Design x_mod_serial, sky130hd; sources not shown.
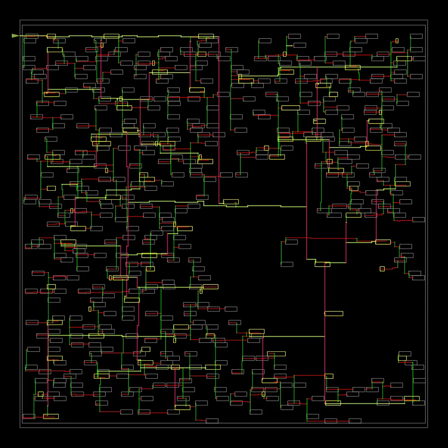
**Above:** clock routing.
clkbuf count: 77
flop count: 426
Num CTS Buffers: 50
CTS sink cnt: 426

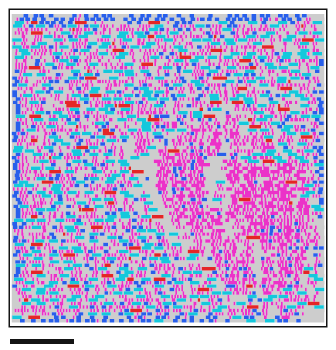
**Above:** cells colored by class.
Scale bar: 50 µm. Fill, decap, tap and diode cells in gray.
- clock drivers and dummy loads: red (cells 90)
- all other logic: magenta (cells 2,742)
- other buffers and delay cells: blue (cells 500)
- flip-flops: cyan (cells 426)
Core Util, Final: 50.9%
area of the core: 59,400 µm²
Finished Cell Area: 30,200 µm²
FP Rows: 89
flop share of the area: 28.3%

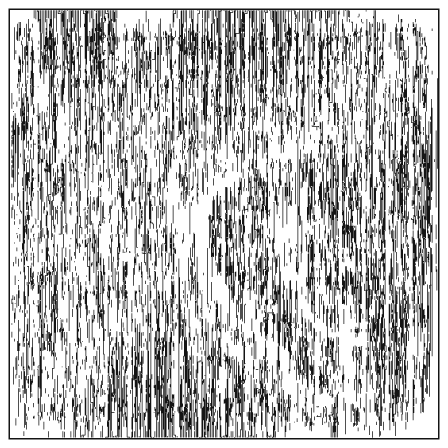
**Above:** met2 routing.
- wire length on this layer: 41.4 mm
- share of all routed wire: 49%
- nets with wire on the layer: 3,592
final wirelength: 83.7 mm
DR vias: 23,000

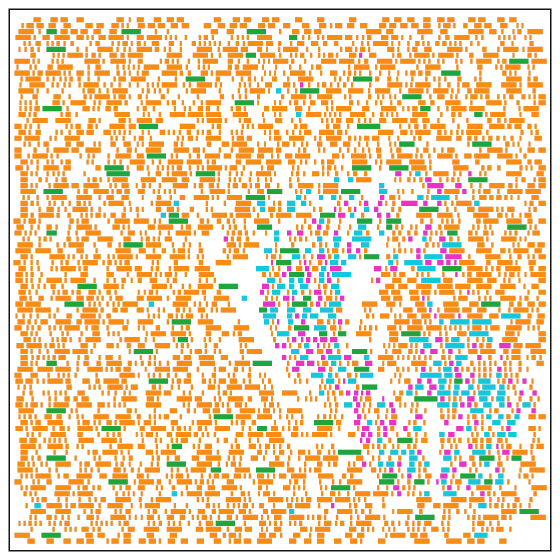
**Above:** cells by drive strength.
- drive 1 or less: orange (cells 3,305; share 88%; most used nand2_1)
- drive 2: magenta (cells 179; share 4.8%; most used nand2_2)
- drive 3 to 4: cyan (cells 179; share 4.8%; most used buf_4)
- drive 6 and up: green (cells 95; share 2.5%; most used clkbuf_16)
worst setup margin: 275 ps
Buffers excl. clock: 500
Layout area overhead: 35.1%

==> out/metrics.csv <==
metric;value;unit
Critical Path Stages;70;
critical path class;flop to flop;
hold depth;2;
n_diodes;14;
yosys warns;0;
buffer share of cell area;16.1;%
detail-routed via count per cell;5.05;
hold slack final;412;ps
gpl congestion;0.841;
Final setup viols;0;
Fill cells;7474;
EDFF count, synth;0;
status;complete, no violations;
Die ar.;61500;µm²
Avg Cell Area, Syn;6.68;µm²
initial antenna violation count;31;
Worst Hold Class;flop to flop;
Placed Cells;4372;
DIE WIDTH;248;µm
ys cells;3351;
Slew Limit Fails;0;
Final Cycle Share;97.2;%
CTS clock-pin slew for the worst setup and hold paths;60;ps
Max stage delay cell, worst path;fa_1;
fin crit period;9720;ps
Max Fclk;0.103;GHz
Synth top area share;38.1;%
largest net degree at the start of global routing;198;
## worst reg2reg max path, delay by kind of cell (launching register included)
family	cells	cell delay, ps
AOI/OAI and AO/OA	5	890
adders and majority gates	5	2140
buffers and inverters	9	680
DFF	1	350
and+or+nand+nor	51	5580
## layer usage
layer  wire, µm  GRT usage [%]  vias to the layer above
li1           -              -                    11400
met1      36000           32.0                    11100
met2      41400           44.4                      374
met3       4470           6.15                      129
met4       1630           7.29                       38
met5        247              0                        -
## kinds of logic after synthesis
family	Yosys count
simple gates	1847
buf+inv	564
flops	426
compound gates	415
fa+ha+maj	75
xor+xnor	24
